--- src/rtl/shift_seq_ctrl_if.sv ---
// Request/response bundle for the iterative shift sequencer.
// The master issues shift requests and consumes results; the slave is the sequencer.
interface shift_seq_ctrl_if #(
    parameter int unsigned WIDTH = 32
);
    localparam int unsigned SHW = $clog2(WIDTH);

    logic             ReqValid;
    logic             ReqReady;
    logic [WIDTH-1:0] ReqData;
    logic [SHW-1:0]   ReqAmt;
    logic [1:0]       ReqOp;
    logic             RespValid;
    logic             RespReady;
    logic [WIDTH-1:0] Result;
    logic             Zero;
    logic             Busy;

    modport master (
        output ReqValid, ReqData, ReqAmt, ReqOp, RespReady,
        input  ReqReady, RespValid, Result, Zero, Busy
    );

    modport slave (
        input  ReqValid, ReqData, ReqAmt, ReqOp, RespReady,
        output ReqReady, RespValid, Result, Zero, Busy
    );
endinterface

--- src/rtl/shift_seq_ctrl.sv ---
// Iterative shifter: walks the power-of-two stages one per clock, result on valid/ready.
// Optional rotate-right for op 11 is built only when SHIFT_SEQ_ROTATE_EN is defined.
module shift_seq_ctrl #(
    parameter int unsigned WIDTH = 32
) (
    input  logic                 Clk,
    input  logic                 Rst,
    shift_seq_ctrl_if.slave      bus
);
    localparam int unsigned SHW   = $clog2(WIDTH);
    localparam int unsigned CNT_W = $clog2(SHW + 1);
    localparam int unsigned SA_W  = SHW + 1;

    localparam logic [1:0] OP_SLL = 2'b00;
    localparam logic [1:0] OP_SRL = 2'b01;
    localparam logic [1:0] OP_SRA = 2'b10;
    localparam logic [1:0] OP_ROR = 2'b11;

    typedef enum logic [1:0] {
        ST_IDLE  = 2'd0,
        ST_SHIFT = 2'd1,
        ST_DONE  = 2'd2
    } state_e;

    state_e           state_q,      state_d;
    logic [CNT_W-1:0] cnt_q,        cnt_d;
    logic [WIDTH-1:0] work_q,       work_d;
    logic [SHW-1:0]   amt_q,        amt_d;
    logic [1:0]       op_q,         op_d;
    logic             fill_q,       fill_d;
    logic             req_ready_q,  req_ready_d;
    logic             resp_valid_q, resp_valid_d;
    logic             busy_q,       busy_d;
    logic [WIDTH-1:0] result_q,     result_d;
    logic             zero_q,       zero_d;

    logic [SA_W-1:0]  stage_amt;
    logic [WIDTH-1:0] shl_val;
    logic [WIDTH-1:0] shr_val;
    logic [WIDTH-1:0] fill_mask;
    logic [WIDTH-1:0] stage_val;
    logic [WIDTH-1:0] stage_next;

    // One stage of the shift: distance 2^cnt, applied only when that amount bit is set.
    always_comb begin
        stage_amt = SA_W'(1) << cnt_q;
        shl_val   = work_q << stage_amt;
        shr_val   = work_q >> stage_amt;
        fill_mask = ~({WIDTH{1'b1}} >> stage_amt);
        stage_val = shr_val;
        case (op_q)
            OP_SLL:  stage_val = shl_val;
            OP_SRL:  stage_val = shr_val;
            OP_SRA:  stage_val = shr_val | (fill_q ? fill_mask : '0);
`ifdef SHIFT_SEQ_ROTATE_EN
            OP_ROR:  stage_val = shr_val | (work_q << (SA_W'(WIDTH) - stage_amt));
`else
            OP_ROR:  stage_val = shr_val;
`endif
            default: stage_val = shr_val;
        endcase
        stage_next = amt_q[cnt_q] ? stage_val : work_q;
    end

    // Next-state and registered-output logic.
    always_comb begin
        state_d      = state_q;
        cnt_d        = cnt_q;
        work_d       = work_q;
        amt_d        = amt_q;
        op_d         = op_q;
        fill_d       = fill_q;
        req_ready_d  = req_ready_q;
        resp_valid_d = resp_valid_q;
        busy_d       = busy_q;
        result_d     = result_q;
        zero_d       = zero_q;

        case (state_q)
            ST_IDLE: begin
                if (bus.ReqValid && req_ready_q) begin
                    work_d      = bus.ReqData;
                    amt_d       = bus.ReqAmt;
                    op_d        = bus.ReqOp;
                    fill_d      = bus.ReqData[WIDTH-1];
                    cnt_d       = '0;
                    state_d     = ST_SHIFT;
                    req_ready_d = 1'b0;
                    busy_d      = 1'b1;
                end
            end
            ST_SHIFT: begin
                work_d = stage_next;
                cnt_d  = cnt_q + CNT_W'(1);
                if (cnt_q == CNT_W'(SHW - 1)) begin
                    state_d      = ST_DONE;
                    resp_valid_d = 1'b1;
                    result_d     = stage_next;
                    zero_d       = (stage_next == '0);
                end
            end
            ST_DONE: begin
                if (bus.RespReady) begin
                    state_d      = ST_IDLE;
                    resp_valid_d = 1'b0;
                    zero_d       = 1'b0;
                    busy_d       = 1'b0;
                    req_ready_d  = 1'b1;
                end
            end
            default: begin
                state_d      = ST_IDLE;
                resp_valid_d = 1'b0;
                zero_d       = 1'b0;
                busy_d       = 1'b0;
                req_ready_d  = 1'b1;
            end
        endcase
    end

    always_ff @(posedge Clk) begin
        if (Rst) begin
            state_q      <= ST_IDLE;
            cnt_q        <= '0;
            work_q       <= '0;
            amt_q        <= '0;
            op_q         <= '0;
            fill_q       <= 1'b0;
            req_ready_q  <= 1'b1;
            resp_valid_q <= 1'b0;
            busy_q       <= 1'b0;
            result_q     <= '0;
            zero_q       <= 1'b0;
        end else begin
            state_q      <= state_d;
            cnt_q        <= cnt_d;
            work_q       <= work_d;
            amt_q        <= amt_d;
            op_q         <= op_d;
            fill_q       <= fill_d;
            req_ready_q  <= req_ready_d;
            resp_valid_q <= resp_valid_d;
            busy_q       <= busy_d;
            result_q     <= result_d;
            zero_q       <= zero_d;
        end
    end

    assign bus.ReqReady  = req_ready_q;
    assign bus.RespValid = resp_valid_q;
    assign bus.Busy      = busy_q;
    assign bus.Result    = result_q;
    assign bus.Zero      = zero_q;
endmodule
--- src/flat_wrapper.sv ---
// flat-port wrapper written by rule: the top's interface ports become plain ports
module shift_seq_ctrl_flat 
#(
    parameter int unsigned WIDTH = 32
)
  (Clk, Rst, bus_ReqValid, bus_ReqData, bus_ReqAmt, bus_ReqOp, bus_RespReady, bus_ReqReady, bus_RespValid, bus_Result, bus_Zero, bus_Busy);
  shift_seq_ctrl_if #(.WIDTH(WIDTH)) bus_i ();
  input  logic Clk;
  input  logic Rst;
  input wire logic [$bits(bus_i.ReqValid)-1:0] bus_ReqValid;
  input wire logic [$bits(bus_i.ReqData)-1:0] bus_ReqData;
  input wire logic [$bits(bus_i.ReqAmt)-1:0] bus_ReqAmt;
  input wire logic [$bits(bus_i.ReqOp)-1:0] bus_ReqOp;
  input wire logic [$bits(bus_i.RespReady)-1:0] bus_RespReady;
  output wire logic [$bits(bus_i.ReqReady)-1:0] bus_ReqReady;
  output wire logic [$bits(bus_i.RespValid)-1:0] bus_RespValid;
  output wire logic [$bits(bus_i.Result)-1:0] bus_Result;
  output wire logic [$bits(bus_i.Zero)-1:0] bus_Zero;
  output wire logic [$bits(bus_i.Busy)-1:0] bus_Busy;
  assign bus_i.ReqValid = bus_ReqValid;
  assign bus_i.ReqData = bus_ReqData;
  assign bus_i.ReqAmt = bus_ReqAmt;
  assign bus_i.ReqOp = bus_ReqOp;
  assign bus_i.RespReady = bus_RespReady;
  assign bus_ReqReady = bus_i.ReqReady;
  assign bus_RespValid = bus_i.RespValid;
  assign bus_Result = bus_i.Result;
  assign bus_Zero = bus_i.Zero;
  assign bus_Busy = bus_i.Busy;
  shift_seq_ctrl #(.WIDTH(WIDTH)) u_core (.Clk(Clk), .Rst(Rst), .bus(bus_i));
endmodule
--- config.mk ---
export PLATFORM = sky130hd
export DESIGN_NAME = shift_seq_ctrl_flat
export DESIGN_NICKNAME = d
export VERILOG_FILES = /design/src/rtl/shift_seq_ctrl_if.sv /design/src/rtl/shift_seq_ctrl.sv /design/src/flat_wrapper.sv
export SDC_FILE = /design/constraint.sdc
export NUM_CORES = 1
export LEC_CHECK = 0
export ABC_AREA = 1
export ABC_CLOCK_PERIOD_IN_PS = 3330
export CAP_MARGIN = 0
export CORE_ASPECT_RATIO = 1.75
export CORE_MARGIN = 2
export CORE_UTILIZATION = 55
export DETAILED_ROUTE_END_ITERATION = 10
export PLACE_DENSITY = 0.75
export SLEW_MARGIN = 20
export SYNTH_ARGS = -nofsm -noshare
export SYNTH_HDL_FRONTEND = slang
export SYNTH_SLANG_ARGS = --single-unit
--- constraint.sdc ---
create_clock -name Clk -period 3.33 [get_ports Clk]
set_input_delay 0.4995 -clock Clk [delete_from_list [all_inputs] [get_ports Clk]]
set_output_delay 0.4995 -clock Clk [all_outputs]
set_load 0.005 [all_outputs]
### Layout detail, run 1

The bar under the picture is 5 um long. Window x 36 to 56, y 100 to 120 um. Cells in gray, sequential cells in the stronger gray; small squares are vias.
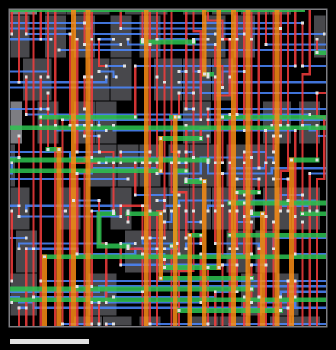
- orange: metal 4
- red: metal 2
- blue: metal 1
- green: metal 3
- sequential cells in the window: 0
- cells with their middle in the window: 45
- most frequent: nand2_1 (26), nand3_1 (7), a21oi_1 (4)

### Wire density map, run 1

18 x 31 tiles, from white (low) to dark blue (high), scaled to the fullest tile. Values are wire area over tile area, all layers added.
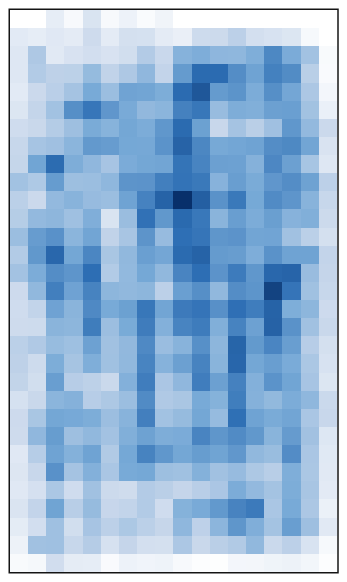
- tiles over half the peak: 35%
- nearly empty tiles: 2.7%
- densest ninth of the die: middle
- fullest tile: 0.97
Routed WL per cell: 20.3 um
via count: 10.0k
GRT Total Usage: 44.7%
Final Routed Wirelength: 32600 um

==> impl_metrics.env, run 1 <==
# implementation run metrics
export IMPL_cts_buffers=9
export IMPL_critPathMaxStageDelay_ps=440
export IMPL_grt_pass1_wl_um=49900
export IMPL_fp_util_pct=56.5
export IMPL_fin_util_pct=66.6
export IMPL_adder_share_pct=1.53
export IMPL_seq_area_sq_um=1620
export IMPL_drtIter0Drc=1350
export IMPL_hold_path_cell_count=2
export IMPL_synthTopCellsByArea="nand2_1 (28%), dfxtp_1 (22%), nand3_1 (21%)"
export IMPL_gr_total_overflow=0
export IMPL_path_class="reg2reg"
export IMPL_mi_logic_area_sq_um=5050
export IMPL_die_h_um=157
export IMPL_nets=1480
export IMPL_cts_root_buf="clkbuf_16"
export IMPL_cp_required_ps=3540
export IMPL_reg2reg_depth=21
export IMPL_rows=55
export IMPL_drc=0
export IMPL_cts_sinks=81
export IMPL_critical_path_arrival_ps=3420
export IMPL_p_per_area_nw_per_um2=509
export IMPL_cts_max_path_buffers=2
export IMPL_detail_route_antenna_nets=0
export IMPL_setup_violations=0
export IMPL_status="finished, final reports clean"
export IMPL_dr_pass1_iters=7
export IMPL_cp_end_kind="register"
export IMPL_period_needed_ps=3210
export IMPL_nFillCells=1243
export IMPL_antenna_found_initial=0
export IMPL_timing_rr_end="u_core.bus.Zero$_SDFFE_PP0P_"
export IMPL_io_buffers=78
export IMPL_synth_flops=81
export IMPL_avgSynthCellArea_sq_um=5.31
export IMPL_chipWidth_um=91.4
export IMPL_core_sq_um=13000
export IMPL_drive_gt1_share_pct=5.44
export IMPL_clk_pin_slew_ps=60
export IMPL_ys_warnings_count=0
export IMPL_chipArea_sq_um=14300
export IMPL_yosysUniqueCellTypes=27
export IMPL_min_path_type="reg2reg"
export IMPL_cap_viol_max_count=0
export IMPL_ys_seq_share_pct=22.1
export IMPL_crit_top_cell="nand2_1"
export IMPL_clock_skew_ps=5.73
export IMPL_syn_area_sq_um=7350
export IMPL_hold_end="u_core.bus.Busy$_SDFFE_PP0P_"
export IMPL_finalMaxSlewViolations=0
export IMPL_tns_ps=0
export IMPL_finalCritPeriodShare_pct=96.4
export IMPL_relSlewSlack_pct=28.5
export IMPL_grt_max_degree=56
export IMPL_leakage_nw=4.23
export IMPL_area_growth_pct=17.8
export IMPL_r2r_start="u_core.cnt_q[0]$_SDFFE_PP0P_"
export IMPL_tightest_slew_ps=1070
export IMPL_endpoint="u_core.bus.Zero$_SDFFE_PP0P_"
export IMPL_max_freq_mhz=312
export IMPL_crit_path_start_kind="register"
export IMPL_hold_buffers=0
export IMPL_cts_setup_buffers=0
export IMPL_rsz0062_at_grt="no"
export IMPL_place_gp_congestion=1.11
export IMPL_ys_cells=1383
export IMPL_synthAoiAreaFrac_pct=13.4
export IMPL_tool_warnings=32
export IMPL_top_area_share_pct=27.7
export IMPL_dp_hpwl_um=24900
export IMPL_yosys_area_top_type="nand2_1"
export IMPL_synth_cellmix_xorXnorShare_pct=0
export IMPL_worstSetupStartpoint="u_core.cnt_q[0]$_SDFFE_PP0P_"
export IMPL_min_from="u_core.bus.Busy$_SDFFE_PP0P_"
export IMPL_top_logic_kind="simple AND/OR/NAND/NOR gates"
export IMPL_cts_tree="built"
export IMPL_synth_nets=1435
export IMPL_critPathMaxFanout=37
export IMPL_r2r_setup_slack_ps=120
export IMPL_ys_sh_simple_pct=53.4
export IMPL_synthCells=1383
export IMPL_via_per_inst=6.24
export IMPL_pin_count=79
export IMPL_path_cells="inv_1 > ha_1 > nand2_2 > inv_2 > buf_12 > nand3_1 > nand2_1 > nand2_1 > nand2_1 > nor2_1 > nand2_1 > nand2_1 > nand2_1 > nand2_1 > nor2_1 > nand2_1 > nor2_1 > nand3_1 > nor2_1 > nor2_1 > nor2_1"
export IMPL_finalHoldViolations=0
export IMPL_peakVddDrop_v=0.000490
export IMPL_mux_area_share_pct=0
export IMPL_first_global_vias=9412
export IMPL_critPathSlowestCell="dfxtp_1"
export IMPL_ys_area_sq_um=7350
export IMPL_clkLatencyLatePin_ps=340
### Pin map, run 1

The bar under the picture is 20 um long. Pins as bars across the die edge, other pins in gray.
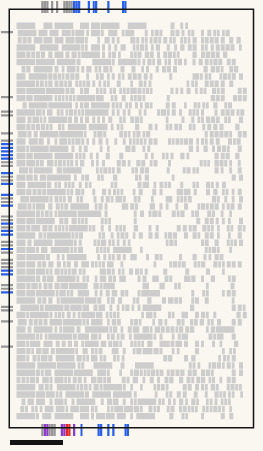
- red: bus_ReqOp (pins 2; direction input; edge bottom)
- purple: bus_ReqAmt (pins 5; direction input; edge bottom)
- blue: bus_ReqData (pins 32; direction input; edge 16 left, 9 top, 7 bottom)
- all pins by edge: 43 left, 18 bottom, 18 top

### Selected gate families, run 1

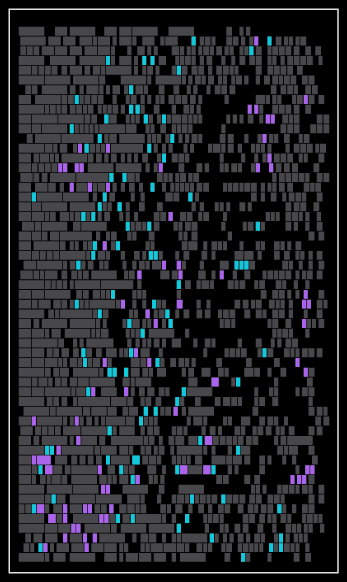
- purple: nor cells (cells 79; most used nor2_1; where widely spread)
- cyan: inv cells (cells 93; most used inv_1)

-- run 1: logic make-up after synthesis --
logic type               after synthesis
buffers and inverters                174
adder cells (fa/ha/maj)                9
AND-OR/OR-AND                        183
flip-flops                            81
AND/OR/NAND/NOR                      936
-- run 1: flip-flops by register name, summed over array words and instances, names as in the netlist --
name	cells
u_core.state_q	2
u_core.bus.Busy	1
u_core.cnt_q	3
u_core.amt_q	5
u_core.op_q	2
u_core.bus.Result	32
u_core.work_q	32
u_core.bus.ReqReady	1
u_core.bus.Zero	1
u_core.bus.RespValid	1
u_core.fill_q	1
-- run 1: layout make-up --
cell class	count	share of cell area, %
Tap cell	171	2.47
Timing Repair Buffer	115	13.0
Clock buffer	10	2.76
Clock inverter	6	0.564
Sequential cell	81	18.7
Inverter	93	4.06
Multi-Input combinational cell	1128	58.4
-- run 1: Yosys cell counts, drive strengths merged --
cell type and n:
o211ai 9, o22ai 3, a21oi 79, or2 3, o21ai 61, ha 9, nor3 1, inv 89
nor2 78, nand3b 1, and2 2, buf 36, nand4 4, clkinv 4, clkbuf 45, a31oi 30
nand3 303, dfxtp 81, o31ai 1, nand2 544
-- run 1: worst max-delay path: cells and delay by family, from the launching register on --
family | cells | cell delay [ps]
and+or+nand+nor | 17 | 1890
adders and majority gates | 1 | 290
buffers and inverters | 3 | 430
DFF | 1 | 440
-- run 1: stage by stage --
step / instance area (sq um) / hold slack (ps) / total power [W] / std cells / worst slack, ps
after floorplan: 7350 / 441 / 0.00265 / 1383 / 715
after global routing: 8660 / 482 / 0.00466 / 1604 / 7.23
final: 8660 / 462 / 0.00441 / 1604 / 120
after detailed placement: 8350 / 456 / 0.00336 / 1588 / 109
after CTS: 8630 / 465 / 0.00431 / 1604 / 10.9
after global placement: 8350 / 448 / 0.00334 / 1588 / 97.7
-- run 1: routing by layer --
metal / global-route usage [%] / part of all wire [%] / up-vias
met4: 34.1 / 9.1 / 0
li1: - / - / 4643
met1: 50.3 / 35 / 4476
met3: 6.65 / 8.7 / 191
met5: 0 / 0 / -
met2: 75.4 / 47 / 692
-- run 1: layout by cell type, fill, tap and decap left out, types with 4 or more instances in the layout --
cell type	Yosys	layout
clkbuf_16	0	9
inv_2	8	7
nand2_1	543	542
clkinv_1	4	4
inv_1	81	81
nor2_1	76	70
buf_4	2	30
o21ai_1	5	5
o211ai_1	9	9
nand4_1	4	4
nor2_2	2	7
a31oi_1	30	30
nand3_1	303	303
ha_1	9	7
dfxtp_1	81	80
a21oi_1	79	78
buf_12	0	5
o21ai_0	56	56
clkdlybuf4s50_1	0	78
-- run 1: report_power, final --
| group | leakage (nW) | switching, W | internal (W) |
|---|---|---|---|
| sequential | 0.661 | 0.0000534 | 0.00104 |
| combinational | 3.43 | 0.00166 | 0.000700 |
| clock | 0.132 | 0.000421 | 0.000532 |
-- run 1: what timing repair did --
item                       in CTS  in global routing
hold endpoints to repair        0                  0
resized                         0                 10
setup endpoints to repair       0                  2
--- run 2 (diff from run 1) ---
--- a/config.mk
+++ b/config.mk
@@ -6,7 +6,6 @@
 export NUM_CORES = 1
 export LEC_CHECK = 0
 export ABC_AREA = 1
-export ABC_CLOCK_PERIOD_IN_PS = 3330
 export CAP_MARGIN = 0
 export CORE_ASPECT_RATIO = 1.75
 export CORE_MARGIN = 2
### Clock nets, run 2

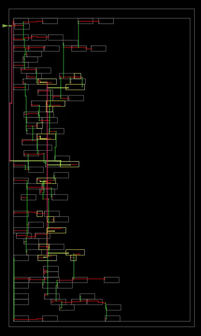
Num CTS Buffers: 9
flop count: 81
clk_skew: 5.73 ps
clk_buf instances: 10
CTS Sinks: 81

### Pin map, run 2

The bar under the picture is 20 um long. Pins as bars across the die edge, other pins in gray.
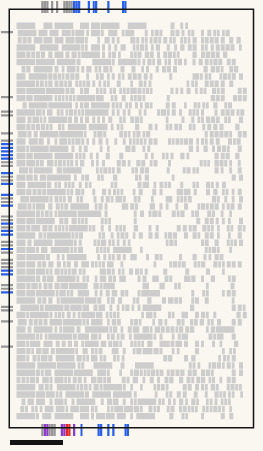
- purple: bus_ReqAmt (pins 5; direction input; edge bottom)
- blue: bus_ReqData (pins 32; direction input; edge 16 left, 9 top, 7 bottom)
- red: bus_ReqOp (pins 2; direction input; edge bottom)
- all pins by edge: 43 left, 18 bottom, 18 top

==> run 2 against run 1 <==
Effect of this change:
- clock skew did not move
- synthesized cell count stayed put
- setup slack stayed put
- non-clock buffer count stayed put
- largest cell class unchanged
- register-to-register slack about the same
==> impl_metrics.env, run 2 <==
# implementation run metrics
export IMPL_routedWlPerCell_um=20.3
export IMPL_cts_setup_buffers=0
export IMPL_grtUsageTotal_pct=44.7
export IMPL_area_growth_pct=17.8
export IMPL_critPathMaxFanout=37
export IMPL_core_sq_um=13000
export IMPL_via_per_inst=6.24
export IMPL_finalPower_w=0.00441
export IMPL_ys_flop_type="dfxtp_1"
export IMPL_critPathSlowestCell="dfxtp_1"
export IMPL_synth_flops=81
export IMPL_ys_warnings_count=0
export IMPL_p_per_area_nw_per_um2=509
export IMPL_path_class="reg2reg"
export IMPL_cap_viol_max_count=0
export IMPL_status="finished, final reports clean"
export IMPL_path_cells="inv_1 > ha_1 > nand2_2 > inv_2 > buf_12 > nand3_1 > nand2_1 > nand2_1 > nand2_1 > nor2_1 > nand2_1 > nand2_1 > nand2_1 > nand2_1 > nor2_1 > nand2_1 > nor2_1 > nand3_1 > nor2_1 > nor2_1 > nor2_1"
export IMPL_ys_cells=1383
export IMPL_gr_total_overflow=0
export IMPL_chipArea_sq_um=14300
export IMPL_synthArstFlopShare_pct=0
export IMPL_synthCells=1383
export IMPL_pin_count=79
export IMPL_critical_path_arrival_ps=3420
export IMPL_cp_end_kind="register"
export IMPL_ys_seq_share_pct=22.1
export IMPL_fin_util_pct=66.6
export IMPL_tool_warnings=32
export IMPL_critPathMaxStageDelay_ps=440
export IMPL_cts_tree="built"
export IMPL_cp_required_ps=3540
export IMPL_drtIter0Drc=1350
export IMPL_htree_num_levels=3
export IMPL_cts_root_buf="clkbuf_16"
export IMPL_reg2reg_depth=21
export IMPL_chipWidth_um=91.4
export IMPL_r2r_start="u_core.cnt_q[0]$_SDFFE_PP0P_"
export IMPL_whs_ps=462
export IMPL_cts_max_path_buffers=2
export IMPL_ys_area_sq_um=7350
export IMPL_hold_path_cell_count=2
export IMPL_clk_pin_slew_ps=60
export IMPL_die_h_um=157
export IMPL_nets=1480
export IMPL_avgSynthCellArea_sq_um=5.31
export IMPL_edf_count=0
export IMPL_relSlewSlack_pct=28.5
export IMPL_crit_top_cell="nand2_1"
export IMPL_setup_violations=0
export IMPL_tns_ps=0
export IMPL_first_global_vias=9412
export IMPL_grt_max_degree=56
export IMPL_vias=10000
export IMPL_most_common_cell="nand2_1"
export IMPL_rows=55
export IMPL_synth_nets=1435
export IMPL_hold_end="u_core.bus.Busy$_SDFFE_PP0P_"
export IMPL_leakage_nw=4.23
export IMPL_period_needed_ps=3210
export IMPL_dp_hpwl_um=24900
export IMPL_finalCritPeriodShare_pct=96.4
export IMPL_clkLatencyLatePin_ps=340
export IMPL_io_buffers=78
export IMPL_antenna_found_initial=0
export IMPL_timing_rr_end="u_core.bus.Zero$_SDFFE_PP0P_"
export IMPL_detail_route_antenna_nets=0
export IMPL_antenna_cells=0
export IMPL_top_area_share_pct=27.7
export IMPL_peakVddDrop_v=0.000490
export IMPL_synthTopCellsByArea="nand2_1 (28%), dfxtp_1 (22%), nand3_1 (21%)"
export IMPL_tightest_slew_ps=1070
export IMPL_drc=0
export IMPL_place_gp_congestion=1.11
export IMPL_syn_area_sq_um=7350
export IMPL_fp_util_pct=56.5
export IMPL_r2r_setup_slack_ps=120
export IMPL_ys_top_cells_by_count="nand2_1 (543), nand3_1 (303), dfxtp_1 (81), inv_1 (81), a21oi_1 (79)"
export IMPL_dr_pass1_iters=7
export IMPL_grt_pass1_wl_um=49900
export IMPL_drt_wl_total_um=32600
export IMPL_max_freq_mhz=312
export IMPL_finalHoldViolations=0
export IMPL_crit_path_start_kind="register"
export IMPL_yosys_area_top_type="nand2_1"
export IMPL_min_from="u_core.bus.Busy$_SDFFE_PP0P_"
export IMPL_final_common_cell="nand2_1"
export IMPL_layout_top_cells="nand2_1 (542), nand3_1 (303), inv_1 (81)"
export IMPL_yosysUniqueCellTypes=27
export IMPL_min_path_type="reg2reg"
export IMPL_rsz0062_at_grt="no"
export IMPL_drive_gt1_share_pct=5.44
export IMPL_finalMaxSlewViolations=0
run 2: repair_timing:
| item | 4_1_cts | 5_1_grt |
|---|---|---|
| hold buffers | 0 | 0 |
| resized | 0 | 10 |
| endpoints found under the setup margin | 0 | 2 |
run 2: final cells by class:
cell class                      count  area [sq um]
Inverter                           93           352
Timing Repair Buffer              115          1130
Tap cell                          171           214
Clock inverter                      6          48.8
Clock buffer                       10           239
Sequential cell                    81          1620
Multi-Input combinational cell   1128          5050
Fill cell                        1243          4350
run 2: per-layer routing:
| layer | vias to the layer above | global-route usage [%] | part of all wire (%) |
|---|---|---|---|
| met5 | - | 0 | 0 |
| met1 | 4476 | 50.3 | 35 |
| met3 | 191 | 6.65 | 8.7 |
| met2 | 692 | 75.4 | 47 |
| li1 | 4643 | - | - |
| met4 | 0 | 34.1 | 9.1 |
run 2: worst max-delay path by stage:
stage / from / endpoint / slack, ps
after floorplan: u_core.cnt_q[2]$_SDFFE_PP0P_ / u_core.bus.Zero$_SDFFE_PP0P_ / 720
after global placement: u_core.cnt_q[2]$_SDFFE_PP0P_ / u_core.bus.Zero$_SDFFE_PP0P_ / 100
after detailed placement: u_core.cnt_q[2]$_SDFFE_PP0P_ / u_core.bus.Zero$_SDFFE_PP0P_ / 110
after CTS: u_core.cnt_q[2]$_SDFFE_PP0P_ / u_core.bus.Zero$_SDFFE_PP0P_ / 10
after global routing: u_core.cnt_q[1]$_SDFFE_PP0P_ / u_core.bus.Zero$_SDFFE_PP0P_ / 7
final: u_core.cnt_q[0]$_SDFFE_PP0P_ / u_core.bus.Zero$_SDFFE_PP0P_ / 120
run 2: report_power, final:
part | total, W | leakage, nW | switching (W) | internal [W]
Sequential | 0.00109 | 0.661 | 0.0000534 | 0.00104
Clock | 0.000953 | 0.132 | 0.000421 | 0.000532
Combinational | 0.00236 | 3.43 | 0.00166 | 0.000700
run 2: cell families after synthesis:
| group | Yosys count | synth area share (%) |
|---|---|---|
| fa+ha+maj | 9 | 1.53 |
| buf+inv | 174 | 9.60 |
| flops | 81 | 22.1 |
| compound gates | 183 | 13.4 |
| simple gates | 936 | 53.4 |
run 2: critical path: cells and delay by family (launching register included):
kind | cells | cell delay, ps
DFF | 1 | 440
adders and majority gates | 1 | 290
and+or+nand+nor | 17 | 1890
buffers and inverters | 3 | 430
run 2: through the flow:
stage          area [sq um]  instances  setup WS, ps
3_5_place_dp           8350       1588           109
5_1_grt                8660       1604          7.23
4_1_cts                8630       1604          10.9
6_report               8660       1604           120
3_3_place_gp           8350       1588          97.7
2_1_floorplan          7350       1383           715
Power figures rest on the tool's default switching activity, not on a simulated workload.
